**Placement view**

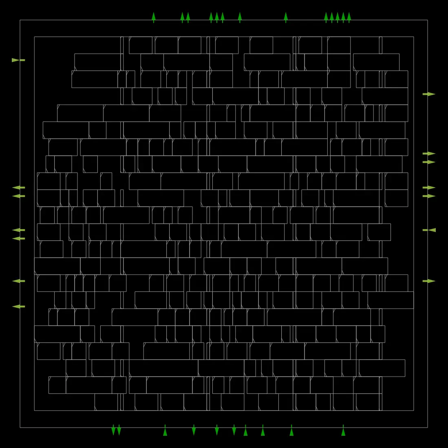
**Port wiring**

(4 px per um)
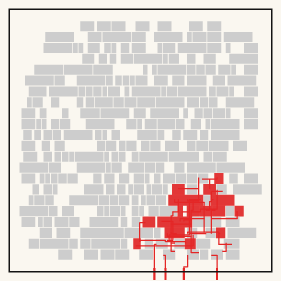
**Metal layers overlaid**

(4 px per um) Only two layers are drawn.
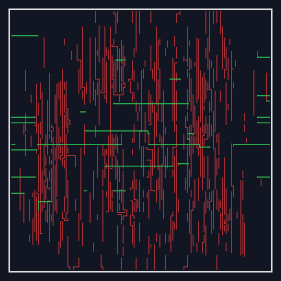
===== config.mk =====
export PLATFORM = sky130hd
export DESIGN_NAME = ring_phase_monitor_flat
export DESIGN_NICKNAME = d
export VERILOG_FILES = /design/src/rtl/ring_phase_monitor_if.sv /design/src/rtl/ring_phase_monitor.sv /design/src/flat_wrapper.sv
export SDC_FILE = /design/constraint.sdc
export NUM_CORES = 1
export LEC_CHECK = 0
export CORE_MARGIN = 2
export CORE_UTILIZATION = 54
export CTS_BUF_LIST = sky130_fd_sc_hd__clkbuf_8
export DETAILED_ROUTE_END_ITERATION = 6
export PLACE_DENSITY = 0.82
export RECOVER_POWER = 50
export SLEW_MARGIN = 20
export SYNTH_ARGS = -nofsm -noshare
export SYNTH_HDL_FRONTEND = slang
export SYNTH_SLANG_ARGS = --single-unit

===== constraint.sdc =====
create_clock -name clock -period 2.4 [get_ports clock]
set_clock_uncertainty 0.2 [all_clocks]
set_input_delay 0.48 -clock clock [delete_from_list [all_inputs] [get_ports clock]]
set_output_delay 0.48 -clock clock [all_outputs]
set_load 0.03 [all_outputs]

===== src/rtl/ring_phase_monitor_if.sv =====
// Bundle between a ring_counter count bus and ring_phase_monitor.
// The master side drives the ring and clear_err. The slave side is the monitor.
interface ring_phase_monitor_if #(
  parameter int N  = 4,
  parameter int CW = 16
);
  localparam int PW = (N > 1) ? $clog2(N) : 1;

  logic [N-1:0]  ring;
  logic          clear_err;
  logic          locked;
  logic [PW-1:0] phase;
  logic          rev_tick;
  logic [CW-1:0] rev_count;
  logic          err_onehot;
  logic          err_skip;
  logic [7:0]    err_count;

  modport master (
    output ring, clear_err,
    input  locked, phase, rev_tick, rev_count, err_onehot, err_skip, err_count
  );

  modport slave (
    input  ring, clear_err,
    output locked, phase, rev_tick, rev_count, err_onehot, err_skip, err_count
  );
endinterface


===== src/rtl/ring_phase_monitor.sv =====
// Watches a ring_counter one-hot bus, locks to its rotation, and reports phase and revolutions.
// After lock, a non-one-hot sample or an illegal step latches an error flag.
module ring_phase_monitor #(
  parameter int N          = 4,
  parameter int LOCK_STEPS = 4,
  parameter int CW         = 16,
  parameter int DIR        = 0
) (
  input  logic                 clock,
  input  logic                 reset,
  ring_phase_monitor_if.slave  mon
);
  localparam int PW = (N > 1) ? $clog2(N) : 1;
  localparam int GW = $clog2(LOCK_STEPS + 1);

  typedef enum logic [1:0] {
    ST_SEARCH = 2'd0,
    ST_LOCKED = 2'd1,
    ST_FAULT  = 2'd2
  } state_t;

  function automatic logic is_onehot(input logic [N-1:0] v);
    logic seen;
    logic multi;
    seen  = 1'b0;
    multi = 1'b0;
    for (int i = 0; i < N; i++) begin
      multi = multi | (seen & v[i]);
      seen  = seen | v[i];
    end
    return seen & ~multi;
  endfunction

  function automatic logic [PW-1:0] onehot_index(input logic [N-1:0] v);
    logic [PW-1:0] idx;
    idx = '0;
    for (int i = 0; i < N; i++) begin
      idx = idx | ({PW{v[i]}} & PW'(i));
    end
    return idx;
  endfunction

  function automatic logic [N-1:0] rot_adv(input logic [N-1:0] v);
    if (DIR == 0) begin
      return {v[N-2:0], v[N-1]};
    end else begin
      return {v[0], v[N-1:1]};
    end
  endfunction

  state_t        state_r, state_s;
  logic [N-1:0]  prev_r, prev_s;
  logic          prev_valid_r, prev_valid_s;
  logic [GW-1:0] good_cnt_r, good_cnt_s;
  logic          locked_r, locked_s;
  logic [PW-1:0] phase_r, phase_s;
  logic          rev_tick_r, rev_tick_s;
  logic [CW-1:0] rev_count_r, rev_count_s;
  logic          err_onehot_r, err_onehot_s;
  logic          err_skip_r, err_skip_s;
  logic [7:0]    err_count_r, err_count_s;

  logic          onehot_s;
  logic          hold_s;
  logic          adv_s;
  logic [PW-1:0] ring_idx_s;
  logic [7:0]    err_count_inc_s;

  assign onehot_s        = is_onehot(mon.ring);
  assign hold_s          = prev_valid_r & (mon.ring == prev_r);
  assign adv_s           = prev_valid_r & onehot_s & (mon.ring == rot_adv(prev_r));
  assign ring_idx_s      = onehot_index(mon.ring);
  assign err_count_inc_s = (err_count_r == 8'hFF) ? 8'hFF : (err_count_r + 8'd1);

  // Next-state and next-output logic for the SEARCH/LOCKED/FAULT machine.
  always_comb begin
    state_s      = state_r;
    prev_s       = prev_r;
    prev_valid_s = prev_valid_r;
    good_cnt_s   = good_cnt_r;
    phase_s      = phase_r;
    rev_tick_s   = 1'b0;
    rev_count_s  = rev_count_r;
    err_onehot_s = err_onehot_r;
    err_skip_s   = err_skip_r;
    err_count_s  = err_count_r;

    case (state_r)
      ST_SEARCH: begin
        if (!onehot_s) begin
          good_cnt_s   = '0;
          prev_valid_s = 1'b0;
        end else if (!prev_valid_r) begin
          prev_s       = mon.ring;
          prev_valid_s = 1'b1;
          good_cnt_s   = '0;
        end else if (hold_s) begin
          prev_s = mon.ring;
        end else if (adv_s) begin
          prev_s = mon.ring;
          // Lock entry reports the phase but never counts a revolution.
          if (good_cnt_r == GW'(LOCK_STEPS - 1)) begin
            state_s    = ST_LOCKED;
            good_cnt_s = '0;
            phase_s    = ring_idx_s;
          end else begin
            good_cnt_s = good_cnt_r + GW'(1);
          end
        end else begin
          prev_s     = mon.ring;
          good_cnt_s = '0;
        end
      end
      ST_LOCKED: begin
        if (!onehot_s) begin
          err_onehot_s = 1'b1;
          err_count_s  = err_count_inc_s;
          state_s      = ST_FAULT;
        end else if (hold_s) begin
          state_s = ST_LOCKED;
        end else if (adv_s) begin
          prev_s  = mon.ring;
          phase_s = ring_idx_s;
          if (ring_idx_s == '0) begin
            rev_tick_s  = 1'b1;
            rev_count_s = rev_count_r + CW'(1);
          end else begin
            rev_tick_s = 1'b0;
          end
        end else begin
          err_skip_s  = 1'b1;
          err_count_s = err_count_inc_s;
          state_s     = ST_FAULT;
        end
      end
      ST_FAULT: begin
        if (mon.clear_err) begin
          state_s      = ST_SEARCH;
          err_onehot_s = 1'b0;
          err_skip_s   = 1'b0;
          prev_valid_s = 1'b0;
          good_cnt_s   = '0;
        end else begin
          state_s = ST_FAULT;
        end
      end
      default: begin
        state_s      = ST_SEARCH;
        prev_valid_s = 1'b0;
        good_cnt_s   = '0;
      end
    endcase

    locked_s = (state_s == ST_LOCKED);
  end

  // State and output registers; reset wins over everything.
  always_ff @(posedge clock) begin
    if (reset) begin
      state_r      <= ST_SEARCH;
      prev_r       <= '0;
      prev_valid_r <= 1'b0;
      good_cnt_r   <= '0;
      locked_r     <= 1'b0;
      phase_r      <= '0;
      rev_tick_r   <= 1'b0;
      rev_count_r  <= '0;
      err_onehot_r <= 1'b0;
      err_skip_r   <= 1'b0;
      err_count_r  <= 8'd0;
    end else begin
      state_r      <= state_s;
      prev_r       <= prev_s;
      prev_valid_r <= prev_valid_s;
      good_cnt_r   <= good_cnt_s;
      locked_r     <= locked_s;
      phase_r      <= phase_s;
      rev_tick_r   <= rev_tick_s;
      rev_count_r  <= rev_count_s;
      err_onehot_r <= err_onehot_s;
      err_skip_r   <= err_skip_s;
      err_count_r  <= err_count_s;
    end
  end

  assign mon.locked     = locked_r;
  assign mon.phase      = phase_r;
  assign mon.rev_tick   = rev_tick_r;
  assign mon.rev_count  = rev_count_r;
  assign mon.err_onehot = err_onehot_r;
  assign mon.err_skip   = err_skip_r;
  assign mon.err_count  = err_count_r;
endmodule


===== src/flat_wrapper.sv =====
// flat-port wrapper written by rule: the top's interface ports become plain ports
module ring_phase_monitor_flat 
#(
  parameter int N          = 4,
  parameter int LOCK_STEPS = 4,
  parameter int CW         = 16,
  parameter int DIR        = 0
)
  (clock, reset, mon_ring, mon_clear_err, mon_locked, mon_phase, mon_rev_tick, mon_rev_count, mon_err_onehot, mon_err_skip, mon_err_count);
  ring_phase_monitor_if #(.N(N), .CW(CW)) mon_i ();
  input  logic clock;
  input  logic reset;
  input wire logic [$bits(mon_i.ring)-1:0] mon_ring;
  input wire logic [$bits(mon_i.clear_err)-1:0] mon_clear_err;
  output wire logic [$bits(mon_i.locked)-1:0] mon_locked;
  output wire logic [$bits(mon_i.phase)-1:0] mon_phase;
  output wire logic [$bits(mon_i.rev_tick)-1:0] mon_rev_tick;
  output wire logic [$bits(mon_i.rev_count)-1:0] mon_rev_count;
  output wire logic [$bits(mon_i.err_onehot)-1:0] mon_err_onehot;
  output wire logic [$bits(mon_i.err_skip)-1:0] mon_err_skip;
  output wire logic [$bits(mon_i.err_count)-1:0] mon_err_count;
  assign mon_i.ring = mon_ring;
  assign mon_i.clear_err = mon_clear_err;
  assign mon_locked = mon_i.locked;
  assign mon_phase = mon_i.phase;
  assign mon_rev_tick = mon_i.rev_tick;
  assign mon_rev_count = mon_i.rev_count;
  assign mon_err_onehot = mon_i.err_onehot;
  assign mon_err_skip = mon_i.err_skip;
  assign mon_err_count = mon_i.err_count;
  ring_phase_monitor #(.N(N), .LOCK_STEPS(LOCK_STEPS), .CW(CW), .DIR(DIR)) u_core (.clock(clock), .reset(reset), .mon(mon_i));
endmodule

==> summary.txt <==
Synthesis and place-and-route results.

- The post-synthesis async set-or-reset flop share is 0%.
- The mean instance size in the synthesized netlist is a little under 9 um^2.
- The main area contributors are dfxtp_1, xor2_1, nor2_1, xnor2_1, nand2b_1.
- The I/O pin count is 37.
- The antenna diode count is 0.
- The net count after synthesis is between 200 and 250.
- After detailed routing, the total wire length is between 4 and 5 mm.
- The report puts the cell count of the worst reg-to-reg path at 6.
- Across every metal layer, demand over resource in global routing totals a little under a quarter.
- TritonCTS built the clock tree.
- The count of endpoints failing setup in the final report is 0.
- The cell sequence reported for the critical path is dlygate4sd2_1 > buf_6 > nor4b_4 > buf_4 > a211oi_2 > or3_4 > or4_1 > a21oi_1.
- The number of rows in the core area is 22.
- The number of clock buffers added by TritonCTS is 5.
- The biggest fanout along the worst timing path is 6.
- Grouping stages by cell kind, the critical path spends the most delay in simple AND/OR/NAND/NOR gates.
- The total buffers and inverters traversed by the critical path is 3.
- The count of maximum capacitance violations is 0.
- The endpoint of the lowest-slack register-to-register path is u_core.mon.rev_count[15]$_SDFFE_PP0P_.
- The number of instances in the synthesized netlist is ~230.
- The run finished with clean final reports.
- The worst-case hold path end point is u_core.good_cnt_r[2]$_SDFFE_PP0P_.
- Per STA, the endpoint of the critical path is u_core.good_cnt_r[2]$_SDFFE_PP0P_.
- The clock tree has to reach 40 sinks.
- The number of antenna violations at the first check in global routing is 0.
- Summed over its instances, the top area cell type makes up between 30 and 40% of the synthesized netlist area.
- The clock latency on the worst-skew pair is 290 ps.
- On the critical path, the stage with the largest delay is an instance of or4_1.
- Entering global routing, the biggest net connects roughly 45 pins.
- The number of global-route vias before repair is 1777.
- Once detailed placement completed, the half-perimeter wirelength came to between 3 and 4 mm.
- In the final report, the number of pins over their slew limit comes to 0.
- In this run, distinct cell masters in the synthesized netlist total 46.
- For reference, the clock transition at the flip-flops on the worst setup and hold paths is 80 ps.
- The core utilization at floorplan is 55.8%.
- The total number of cells along the worst setup path is 8.
- The vias per cell is around 5.5.
- Across all setup checks in the final design, the least slack found is around 66 ps.
- The worst setup path is captured at a flip-flop.
- The number of DRC violations after detailed-routing iteration 0 is approximately 73.
- In this run the deepest clock path goes through 2 buffers.
- The flow measured a signed area growth from synthesis to layout of 34.4%.
- After detailed routing, the average wire length per cell comes to about 14 um.
- The area figure in the yosys stat output is 2030 um^2.
- STA classifies the critical path startpoint as a primary input.
- The worst hold slack is about 290 ps.
- In the finished design, the share of the clock period the worst path needs comes to between 90 and 100%.
- The most used flip-flop cell is dfxtp_1.
- The area of the multi-input gates is about 1200 um^2.
- The transition time of the tightest slew-check pin is between 400 and 500 ps.
- The worst setup path is of the primary input to flip-flop kind.
- The number of synthesized register bits is roughly 40.
- The area of the die is between 4000 and 5000 um^2.
- Per the CTS log, the root buffer master is clkbuf_8.
- The congestion estimate from routability-driven global placement came to 0.852.
- The number of warnings reported in the yosys synthesis log is 0.
- The total number of H-tree levels is 2.
- Looking at hold timing, the worst path starts from u_core.good_cnt_r[2]$_SDFFE_PP0P_.
- The die boundary height is roughly 65 um.
- The minimum clock period is approximately 2300 ps.
- The power per standard cell area is approximately 500 nW/um^2.
- The yosys cell count is between 200 and 250.
- The total number of nets in the final design is 298.
- The number of cells on the worst hold path is listed as 2.
- Data on the critical path arrives at its endpoint at 2360 ps.
- The global route stage reports its total congestion overflow as 0.
- The analysis reports a worst IR drop on VDD of about 0.33 mV.
- The stage delay of the slowest cell on the critical path is between 400 and 500 ps.
- The placeable core region is 3630 um^2.
- The total via count in the routed design is 1856.
- The number of nets with antenna violations after routing is 0.
- The mapped cell area is 2030 um^2.
- The start point of the critical path is mon_ring[1].
- The OpenROAD report gives the critical path a required time of around 2400 ps.
- The leakage component of the power was reported as roughly 1.1 nW.
- In the Yosys report, the sequential cells make up between 30% and 40% of the chip area.
- Prior to clock tree synthesis, the placed netlist has a worst setup slack of -351 ps.
- The launch point of the worst reg-to-reg path is u_core.prev_r[1]$_SDFFE_PP0P_.
- The cell taking the most area after synthesis is dfxtp_1.
- The script parses the final routing iteration and logs DRC violations as 0.
- Per the layout area report, the register area comes to between 800 and 900 um^2.
About 'placement view':
register share of the cell area: 29.4%
number of fill cells in the layout: 287

About 'port wiring':
- red: mon_ring (bits 4; direction input; edge bottom; end cells 18; buffers 10; wire 232 um)

About 'metal layers overlaid':
- green: M3 (wire length 165 um)
- red: M2 (wire length 2240 um)

power by group:
part	leakage, nW	switching, mW	internal [mW]	total [mW]
Combinational	0.712	0.0531	0.0539	0.107
Sequential	0.323	0.00678	0.668	0.675
Clock	0.0614	0.238	0.340	0.578
cell usage after synthesis (2+ instances only):
cell,count
nand2b_1,10
a211oi_1,6
and3_1,4
nor4_1,4
buf_6,3
xor2_1,13
nor4b_1,2
nand4_1,9
or3_1,3
nand3_1,7
nand2_1,10
or2_2,2
nor3_1,9
a21oi_1,11
a22o_1,2
nor2b_1,6
ha_1,3
clkbuf_1,9
nor2_1,29
and2_1,2
o21ai_0,5
mux2i_1,5
and4_1,2
dfxtp_1,40
a31oi_1,5
xnor2_1,9
layer usage:
layer / vias to the layer above / wire length [um] / GRT usage, %
met5: - / 0 / 0
met4: 0 / 76 / 8.07
met2: 33 / 2240 / 38.6
li1: 938 / - / -
met1: 874 / 2170 / 29.2
met3: 11 / 165 / 6.16
final cells by class:
cell class              instances  share of cell area, %
clock buffers                   6                   3.03
clock inverters                 2                   1.42
well taps                      48                   2.21
flip-flops and latches         40                   29.4
multi-input cells             176                   42.9
inverters                       1                  0.138
repair buffers                 64                   20.9
stage by stage:
step | std cells | area [um^2] | power [mW] | util, % | TNS [ps]
after detailed placement | 324 | 2550 | 0.790 | 70.1 | -8470
after global routing | 337 | 2720 | 1.41 | 74.9 | -16.7
after global placement | 324 | 2550 | 0.787 | 70.1 | -7200
final | 337 | 2720 | 1.36 | 74.9 | 0
after CTS | 337 | 2710 | 1.37 | 74.6 | 0
after floorplan | 230 | 2030 | 0.754 | - | 0
cell usage in the layout (no fill, tap or decap), types with 2 or more instances in the layout:
cell / instances
dfxtp_1: 40
dlygate4sd3_1: 30
or3_1: 2
buf_4: 27
and4_1: 2
xor2_1: 13
nor3_1: 9
nand3_1: 7
nor4_1: 4
xnor2_1: 8
clkbuf_8: 6
o21ai_0: 5
nand2b_1: 10
a31oi_1: 5
and2_1: 2
mux2i_1: 5
dlygate4sd2_1: 4
a211oi_1: 6
or2_2: 2
nand2_1: 10
and3_1: 4
a21oi_1: 11
clkdlybuf4s50_1: 2
ha_1: 3
nand4_1: 9
nor2_1: 29
nor2b_1: 6
a22o_1: 2
cell families (layout without fill, tap and decap cells):
| group | after synthesis | in the layout | share of synthesized area, % |
|---|---|---|---|
| AND-OR/OR-AND | 37 | 37 | 11.9 |
| XOR/XNOR | 22 | 22 | 9.51 |
| adder cells (fa/ha/maj) | 3 | 3 | 1.85 |
| buffers and inverters | 14 | 73 | 3.77 |
| flip-flops | 40 | 40 | 39.5 |
| multiplexers | 5 | 5 | 2.47 |
| AND/OR/NAND/NOR | 109 | 109 | 31.0 |
state kept, by name (all words and copies together) (netlist names):
name	cells
u_core.prev_r	4
u_core.mon.locked	1
u_core.mon.err_skip	1
u_core.prev_valid_r	1
u_core.mon.err_count	8
u_core.mon.phase	2
u_core.mon.err_onehot	1
u_core.state_r	2
u_core.good_cnt_r	3
u_core.mon.rev_tick	1
u_core.mon.rev_count	16
repair_timing:
item                       4_1_cts  5_1_grt
resized                          6        2
pin swaps                        7        1
buffers inserted                 5        0
hold buffers                     0        0
setup endpoints to repair        3        7
No activity file was given, so power comes from the tool's default toggle rates.
